### config.mk
export PLATFORM = sky130hd
export DESIGN_NAME = lsu_mem_responder
export DESIGN_NICKNAME = d
export VERILOG_FILES = /design/src/rtl/lsu_mem_responder.sv
export SDC_FILE = /design/constraint.sdc
export NUM_CORES = 1
export LEC_CHECK = 0
export CAP_MARGIN = 10
export CORE_ASPECT_RATIO = 1.75
export CORE_MARGIN = 4
export CORE_UTILIZATION = 45
export DETAILED_ROUTE_END_ITERATION = 12
export GPL_ROUTABILITY_DRIVEN = 0
export PLACE_DENSITY_LB_ADDON = 0.25
export SYNTH_ARGS = -nofsm -noshare
export SYNTH_HDL_FRONTEND = slang
export SYNTH_SLANG_ARGS = --single-unit
### constraint.sdc
create_clock -name clk -period 2.4 [get_ports clk]
set_input_delay 0.24 -clock clk [delete_from_list [all_inputs] [get_ports clk]]
set_output_delay 0.24 -clock clk [all_outputs]
set_load 0.02 [all_outputs]
### src/rtl/lsu_mem_responder.sv
`default_nettype none
// ============================================================================
// Module      : lsu_mem_responder
// Description : MEM-stage load/store unit for the AdamRiscv pipeline. Turns
//               the decoded mem_read / mem_write / funct3 controls into a
//               single data-bus transaction on a req/gnt/rvalid bus. It
//               generates RV32I byte enables and replicates store data onto
//               the byte lanes. It extracts and sign/zero-extends load data.
//               It stalls the pipeline while the access is outstanding,
//               rejects misaligned or illegal accesses, and aborts a bus
//               that stops answering.
// Revision    : 1.0 - initial release
// ----------------------------------------------------------------------------
// Ports
//   clk          in   1   clock, all state on rising edge
//   rstn         in   1   asynchronous active-low reset
//   mem_read     in   1   MEM-stage load request
//   mem_write    in   1   MEM-stage store request (wins over mem_read)
//   funct3       in   3   access size / signedness
//   addr         in  32   effective byte address
//   wdata        in  32   store data, right-aligned
//   flush        in   1   discard the current MEM-stage instruction
//   stall        out  1   hold upstream pipeline registers
//   load_data    out 32   extended load result (held between loads)
//   load_valid   out  1   one-cycle pulse, load_data valid
//   misalign     out  1   one-cycle pulse, access rejected
//   bus_err      out  1   one-cycle pulse, access aborted by timeout
//   dbus_req     out  1   bus request
//   dbus_we      out  1   1 = write
//   dbus_addr    out 32   word-aligned bus address
//   dbus_be      out  4   byte enables
//   dbus_wdata   out 32   lane-replicated store data
//   dbus_gnt     in   1   request accepted this cycle
//   dbus_rvalid  in   1   read data valid this cycle
//   dbus_rdata   in  32   read data word
// Parameter
//   TIMEOUT_CYCLES  cycles to wait for gnt or rvalid before aborting (2..255)
// ============================================================================
module lsu_mem_responder #(
    parameter int unsigned TIMEOUT_CYCLES = 16
) (
    input  logic        clk,
    input  logic        rstn,
    input  logic        mem_read,
    input  logic        mem_write,
    input  logic [2:0]  funct3,
    input  logic [31:0] addr,
    input  logic [31:0] wdata,
    input  logic        flush,
    output logic        stall,
    output logic [31:0] load_data,
    output logic        load_valid,
    output logic        misalign,
    output logic        bus_err,
    output logic        dbus_req,
    output logic        dbus_we,
    output logic [31:0] dbus_addr,
    output logic [3:0]  dbus_be,
    output logic [31:0] dbus_wdata,
    input  logic        dbus_gnt,
    input  logic        dbus_rvalid,
    input  logic [31:0] dbus_rdata
);

    typedef enum logic [1:0] {
        ST_IDLE = 2'd0,
        ST_REQ  = 2'd1,
        ST_RESP = 2'd2
    } state_t;

    // The wait counter starts at 0 in the first cycle of REQ/RESP, so the
    // last permitted cycle is TIMEOUT_CYCLES-1.
    localparam logic [7:0] c_timeout_last = 8'(TIMEOUT_CYCLES - 1);

    // ------------------------------------------------------------------------
    // State
    // ------------------------------------------------------------------------
    state_t      state_q,      state_d;
    logic [7:0]  cnt_q,        cnt_d;
    logic        flushed_q,    flushed_d;
    logic [2:0]  f3_q,         f3_d;
    logic [1:0]  lane_q,       lane_d;
    logic        dbus_req_q,   dbus_req_d;
    logic        dbus_we_q,    dbus_we_d;
    logic [31:0] dbus_addr_q,  dbus_addr_d;
    logic [3:0]  dbus_be_q,    dbus_be_d;
    logic [31:0] dbus_wdata_q, dbus_wdata_d;
    logic [31:0] load_data_q,  load_data_d;
    logic        load_valid_q, load_valid_d;
    logic        misalign_q,   misalign_d;
    logic        bus_err_q,    bus_err_d;

    // ------------------------------------------------------------------------
    // Request decode (current MEM-stage instruction)
    // ------------------------------------------------------------------------
    logic        w_access;
    logic        w_is_store;
    logic [1:0]  w_size;
    logic        w_legal_f3;
    logic        w_aligned;
    logic        w_ok;
    logic [3:0]  w_be;
    logic [31:0] w_wdata_rep;
    logic        w_stall;

    always_comb begin
        w_access   = mem_read | mem_write;
        // A simultaneous read+write request is handled as a store.
        w_is_store = mem_write;
        w_size     = funct3[1:0];

        // Size 11 never exists; stores have no unsigned forms; there is no
        // unsigned word load in RV32I.
        w_legal_f3 = (w_size != 2'b11)
                   && !(w_is_store && funct3[2])
                   && !(funct3[2] && (w_size == 2'b10));

        case (w_size)
            2'b00:   w_aligned = 1'b1;
            2'b01:   w_aligned = ~addr[0];
            default: w_aligned = (addr[1:0] == 2'b00);
        endcase

        w_ok = w_legal_f3 & w_aligned;

        case (w_size)
            2'b00:   w_be = 4'b0001 << addr[1:0];
            2'b01:   w_be = addr[1] ? 4'b1100 : 4'b0011;
            default: w_be = 4'b1111;
        endcase

        // Replicating the store data means every enabled lane already holds
        // the right byte, so no barrel shifter is needed on the write path.
        case (w_size)
            2'b00:   w_wdata_rep = {4{wdata[7:0]}};
            2'b01:   w_wdata_rep = {2{wdata[15:0]}};
            default: w_wdata_rep = wdata;
        endcase
    end

    // ------------------------------------------------------------------------
    // Load extraction from the returned word (uses the latched request)
    // ------------------------------------------------------------------------
    logic [7:0]  w_byte;
    logic [15:0] w_half;
    logic [31:0] w_load_ext;

    always_comb begin
        case (lane_q)
            2'd0:    w_byte = dbus_rdata[7:0];
            2'd1:    w_byte = dbus_rdata[15:8];
            2'd2:    w_byte = dbus_rdata[23:16];
            default: w_byte = dbus_rdata[31:24];
        endcase

        w_half = lane_q[1] ? dbus_rdata[31:16] : dbus_rdata[15:0];

        case (f3_q)
            3'b000:  w_load_ext = {{24{w_byte[7]}}, w_byte};
            3'b100:  w_load_ext = {24'h000000, w_byte};
            3'b001:  w_load_ext = {{16{w_half[15]}}, w_half};
            3'b101:  w_load_ext = {16'h0000, w_half};
            default: w_load_ext = dbus_rdata;
        endcase
    end

    // ------------------------------------------------------------------------
    // Next-state and output logic
    // ------------------------------------------------------------------------
    always_comb begin
        state_d      = state_q;
        cnt_d        = cnt_q;
        flushed_d    = flushed_q;
        f3_d         = f3_q;
        lane_d       = lane_q;
        dbus_req_d   = dbus_req_q;
        dbus_we_d    = dbus_we_q;
        dbus_addr_d  = dbus_addr_q;
        dbus_be_d    = dbus_be_q;
        dbus_wdata_d = dbus_wdata_q;
        load_data_d  = load_data_q;
        load_valid_d = 1'b0;
        misalign_d   = 1'b0;
        bus_err_d    = 1'b0;
        w_stall      = 1'b0;

        case (state_q)
            ST_IDLE: begin
                if (w_access && !flush) begin
                    if (w_ok) begin
                        // Accepting cycle: stall immediately so the
                        // instruction stays in MEM until the bus finishes.
                        w_stall      = 1'b1;
                        f3_d         = funct3;
                        lane_d       = addr[1:0];
                        dbus_req_d   = 1'b1;
                        dbus_we_d    = w_is_store;
                        dbus_addr_d  = {addr[31:2], 2'b00};
                        dbus_be_d    = w_be;
                        dbus_wdata_d = w_wdata_rep;
                        flushed_d    = 1'b0;
                        cnt_d        = 8'd0;
                        state_d      = ST_REQ;
                    end else begin
                        misalign_d = 1'b1;
                    end
                end
            end

            ST_REQ: begin
                w_stall = 1'b1;
                if (dbus_gnt) begin
                    dbus_req_d = 1'b0;
                    if (dbus_we_q) begin
                        state_d = ST_IDLE;
                    end else begin
                        // The read is already on the bus; a flush now only
                        // suppresses the write-back.
                        flushed_d = flush;
                        cnt_d     = 8'd0;
                        state_d   = ST_RESP;
                    end
                end else if (flush) begin
                    dbus_req_d = 1'b0;
                    state_d    = ST_IDLE;
                end else if (cnt_q == c_timeout_last) begin
                    dbus_req_d = 1'b0;
                    bus_err_d  = 1'b1;
                    state_d    = ST_IDLE;
                end else begin
                    cnt_d = cnt_q + 8'd1;
                end
            end

            ST_RESP: begin
                w_stall = 1'b1;
                if (dbus_rvalid) begin
                    state_d = ST_IDLE;
                    if (!(flushed_q || flush)) begin
                        load_data_d  = w_load_ext;
                        load_valid_d = 1'b1;
                    end
                end else begin
                    if (flush) begin
                        flushed_d = 1'b1;
                    end
                    if (cnt_q == c_timeout_last) begin
                        bus_err_d = 1'b1;
                        state_d   = ST_IDLE;
                    end else begin
                        cnt_d = cnt_q + 8'd1;
                    end
                end
            end

            default: begin
                dbus_req_d = 1'b0;
                state_d    = ST_IDLE;
            end
        endcase
    end

    // ------------------------------------------------------------------------
    // Registers
    // ------------------------------------------------------------------------
    always_ff @(posedge clk or negedge rstn) begin
        if (!rstn) begin
            state_q      <= ST_IDLE;
            cnt_q        <= 8'd0;
            flushed_q    <= 1'b0;
            f3_q         <= 3'b000;
            lane_q       <= 2'b00;
            dbus_req_q   <= 1'b0;
            dbus_we_q    <= 1'b0;
            dbus_addr_q  <= 32'h0000_0000;
            dbus_be_q    <= 4'b0000;
            dbus_wdata_q <= 32'h0000_0000;
            load_data_q  <= 32'h0000_0000;
            load_valid_q <= 1'b0;
            misalign_q   <= 1'b0;
            bus_err_q    <= 1'b0;
        end else begin
            state_q      <= state_d;
            cnt_q        <= cnt_d;
            flushed_q    <= flushed_d;
            f3_q         <= f3_d;
            lane_q       <= lane_d;
            dbus_req_q   <= dbus_req_d;
            dbus_we_q    <= dbus_we_d;
            dbus_addr_q  <= dbus_addr_d;
            dbus_be_q    <= dbus_be_d;
            dbus_wdata_q <= dbus_wdata_d;
            load_data_q  <= load_data_d;
            load_valid_q <= load_valid_d;
            misalign_q   <= misalign_d;
            bus_err_q    <= bus_err_d;
        end
    end

    // ------------------------------------------------------------------------
    // Outputs
    // ------------------------------------------------------------------------
    // stall is combinational (it must rise in the accepting cycle), so it is
    // gated with rstn to keep every output low while reset is asserted.
    assign stall      = rstn & w_stall;
    assign load_data  = load_data_q;
    assign load_valid = load_valid_q;
    assign misalign   = misalign_q;
    assign bus_err    = bus_err_q;
    assign dbus_req   = dbus_req_q;
    assign dbus_we    = dbus_we_q;
    assign dbus_addr  = dbus_addr_q;
    assign dbus_be    = dbus_be_q;
    assign dbus_wdata = dbus_wdata_q;

endmodule
`default_nettype wire

final_congestion.png
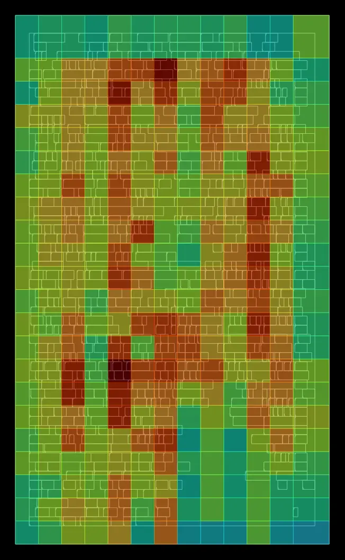
grt met2 use: 0.429
GR Util met1: 0.233
post-DR wirelength/cell: 18.2 um

port_nets.png
The bar under the picture is 20 um long.
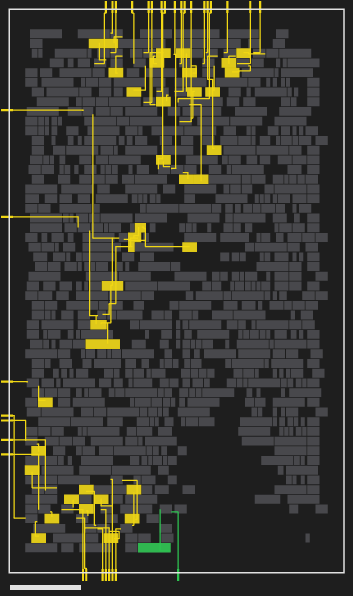
- yellow: `addr` (bits 32; direction input; end cells 39; buffers 34; wire 1060 um)
- green: `bus_err` (bits 1; direction output; end cells 1; buffers 1; wire 32.6 um)
io pins: 212
port bufs: 209

gate_families.png
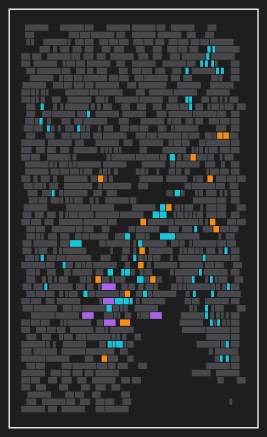
- cyan: NOR gates (cells 60; most used nor2_1; where widely spread)
- purple: adder and majority cells (cells 5; most used ha_1; where south)
- orange: AND and OR gates (cells 16)
Final Non-Filler Cells: 939
most instantiated logic cell after routing: clkdlybuf4s50_1

registers.png
The bar under the picture is 20 um long.
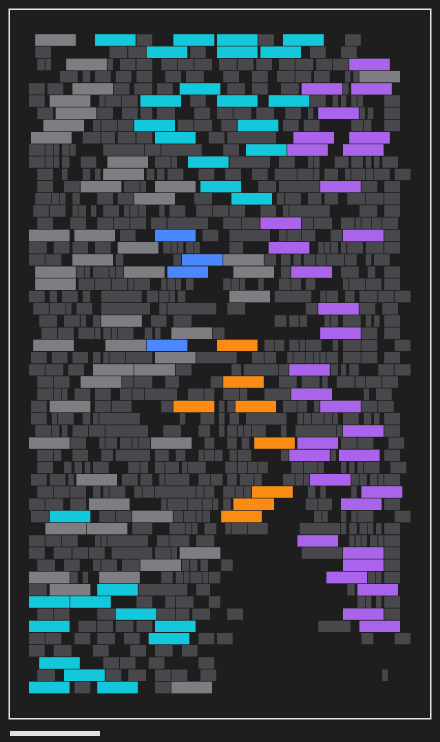
- purple: `load_data` (sequential cells 32; where a vertical strip on the right)
- blue: `dbus_be` (sequential cells 4)
- cyan: `dbus_addr` (sequential cells 30)
- orange: `cnt_q` (sequential cells 8; where center)
- not colored: 45

zoom.png
The bar under the picture is 10 um long. Region (11, 27) to (36, 52) um. Cells in gray, sequential cells in the stronger gray; small squares are vias.
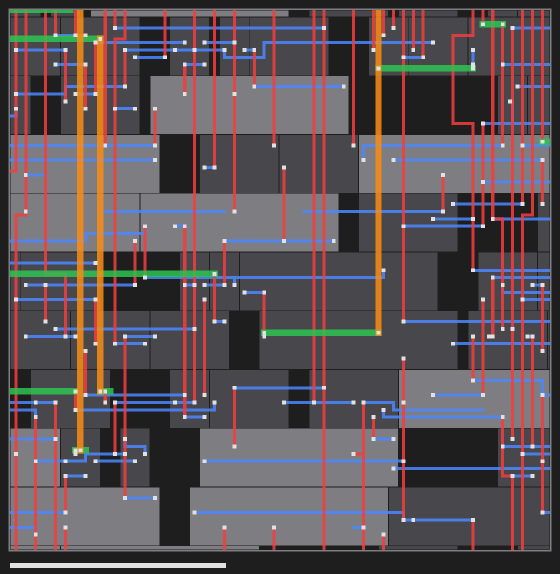
- green: met3
- orange: met4
- blue: met1
- red: met2
- cells with their middle in the window: 39
- netlist names of flops here include: `dbus_wdata` (4), `dbus_addr` (2)
- most frequent: dfrtp_1 (9), clkdlybuf4s50_1 (8)
- sequential cells in the window: 9

==> impl_metrics.yaml <==
# physical design summary
outcome:
  outcome: "finished clean"
yosys:
  ys_area_mm2: 0.00576
  synthCells: 537
  yosysTopAreaCell: "dfrtp_1"
  topCellsByArea: "dfrtp_1 (52%), mux2_2 (10%), nand2_1 (4.4%)"
  enable_flop_cells: 0
worst_setup_path:
  rr_endpoint: "load_data[26]"
  end_kind: "register"
  slowest_stage: "or4_4"
power:
  switchingPower_mw: 4.16
  p_int_mw: 7.23
cells_and_area:
  area_growth_pct: 51.7
  drive_gt1_frac: 0.165
global_routing:
  antenna_found_initial: 0
  met3_usage: 0.0842
  grt_max_degree: 120
drt:
  wl_um: 17100
  first_pass_iters: 5
  drt_iter0_drc: 332
place:
  hpwl_um: 12900
timing:
  tns_ns: 0
  fmax_mhz: 451
  setup_slack_ns: 0.183
  slew_headroom: 0.415
  setup_violations: 0
clock_network:
  cts_tree: "done"
  cts_buffers: 17
floorplanning:
  chip_area_mm2: 0.0147
job:
  warnings: 31
synthesized netlist by cell type (4+ instances only):
cell	instances
dfrtp_1	119
nand2_1	68
mux2_2	53
o21ai_0	46
nor2_1	41
a21oi_1	34
mux2i_1	25
clkbuf_1	13
inv_1	12
buf_2	11
a22oi_1	8
a221oi_1	7
and2_1	6
and3_1	6
buf_6	5
ha_1	5
mux2_1	5
nor2b_1	5
buf_4	4
nor3_1	4
nor3b_1	4
metal layers:
layer / up-vias / share of wire
li1: 2365 / -
met5: - / 0
met3: 36 / 0.077
met1: 2463 / 0.34
met2: 215 / 0.55
met4: 0 / 0.034
worst min-delay path by stage:
stage | start | end | slack, ns | cells past startpoint
finish | addr[14] | dbus_addr[14] | 0.43 | 2
global placement | rstn | load_data[21] | 0.42 | 2
floorplan | rstn | bus_err | -0.06 | 0
CTS | addr[13] | dbus_addr[13] | 0.42 | 2
global route | dbus_rdata[20] | load_data[20] | 0.43 | 3
detailed placement | rstn | load_data[22] | 0.42 | 2
stage by stage:
| step | hold slack [ns] | instances | cell area [um2] |
|---|---|---|---|
| final | 0.431 | 939 | 8740 |
| after global routing | 0.430 | 939 | 8740 |
| after CTS | 0.419 | 939 | 8740 |
| after detailed placement | 0.419 | 906 | 8090 |
| after global placement | 0.416 | 906 | 8090 |
| after floorplan | -0.0556 | 538 | 5760 |
worst register-to-register path: cells and delay by family (launching register included):
kind | cells | cell delay (ns)
adders and majority gates | 1 | 0.19
and+or+nand+nor | 2 | 0.73
buffers and inverters | 4 | 0.60
AOI/OAI and AO/OA | 2 | 0.16
DFF | 1 | 0.42
state kept, by name, summed over array words and instances, names as in the netlist:
| name | flops |
|---|---|
| dbus_wdata | 32 |
| load_data | 32 |
| dbus_addr | 30 |
| cnt_q | 8 |
| dbus_be | 4 |
| f3_q | 3 |
| lane_q | 2 |
| state_q | 2 |
| bus_err | 1 |
| dbus_req | 1 |
| dbus_we | 1 |
| flushed_q | 1 |
| load_valid | 1 |
| misalign | 1 |
cell families (layout without fill, tap and decap cells):
kind of cell	after synthesis	in the layout	share of synthesized area
other cells	1	2	0.000651
mux	84	84	0.161
flops	119	119	0.517
simple gates	154	154	0.124
fa+ha+maj	5	5	0.0109
compound gates	126	126	0.143
buf+inv	48	281	0.0437
area by class of cell:
cell class / instances / area, um2 / area share
clock buffers: 19 / 443 / 0.0507
clock inverters: 13 / 195 / 0.0223
repair buffers: 235 / 2310 / 0.264
flip-flops and latches: 119 / 2980 / 0.341
inverters: 14 / 57.6 / 0.00659
well taps: 168 / 210 / 0.0241
multi-input cells: 371 / 2540 / 0.291
power groups by stage:
stage               registers, mW  logic, mW  clock network, mW
floorplan                    4.41       1.72                  0
global placement             3.39       5.15                  0
detailed placement           3.44       5.26                  0
CTS                          3.42       5.29               2.77
global route                 3.54       5.61               2.88
finish                       3.42       5.24               2.72
repair_timing:
item / 4_1_cts / 5_1_grt
hold buffers: 1 / 0
hold endpoints to repair: 43 / 0
resized: 3 / 0
setup endpoints to repair: 1 / 0
Power figures rest on the tool's default switching activity, not on a simulated workload.
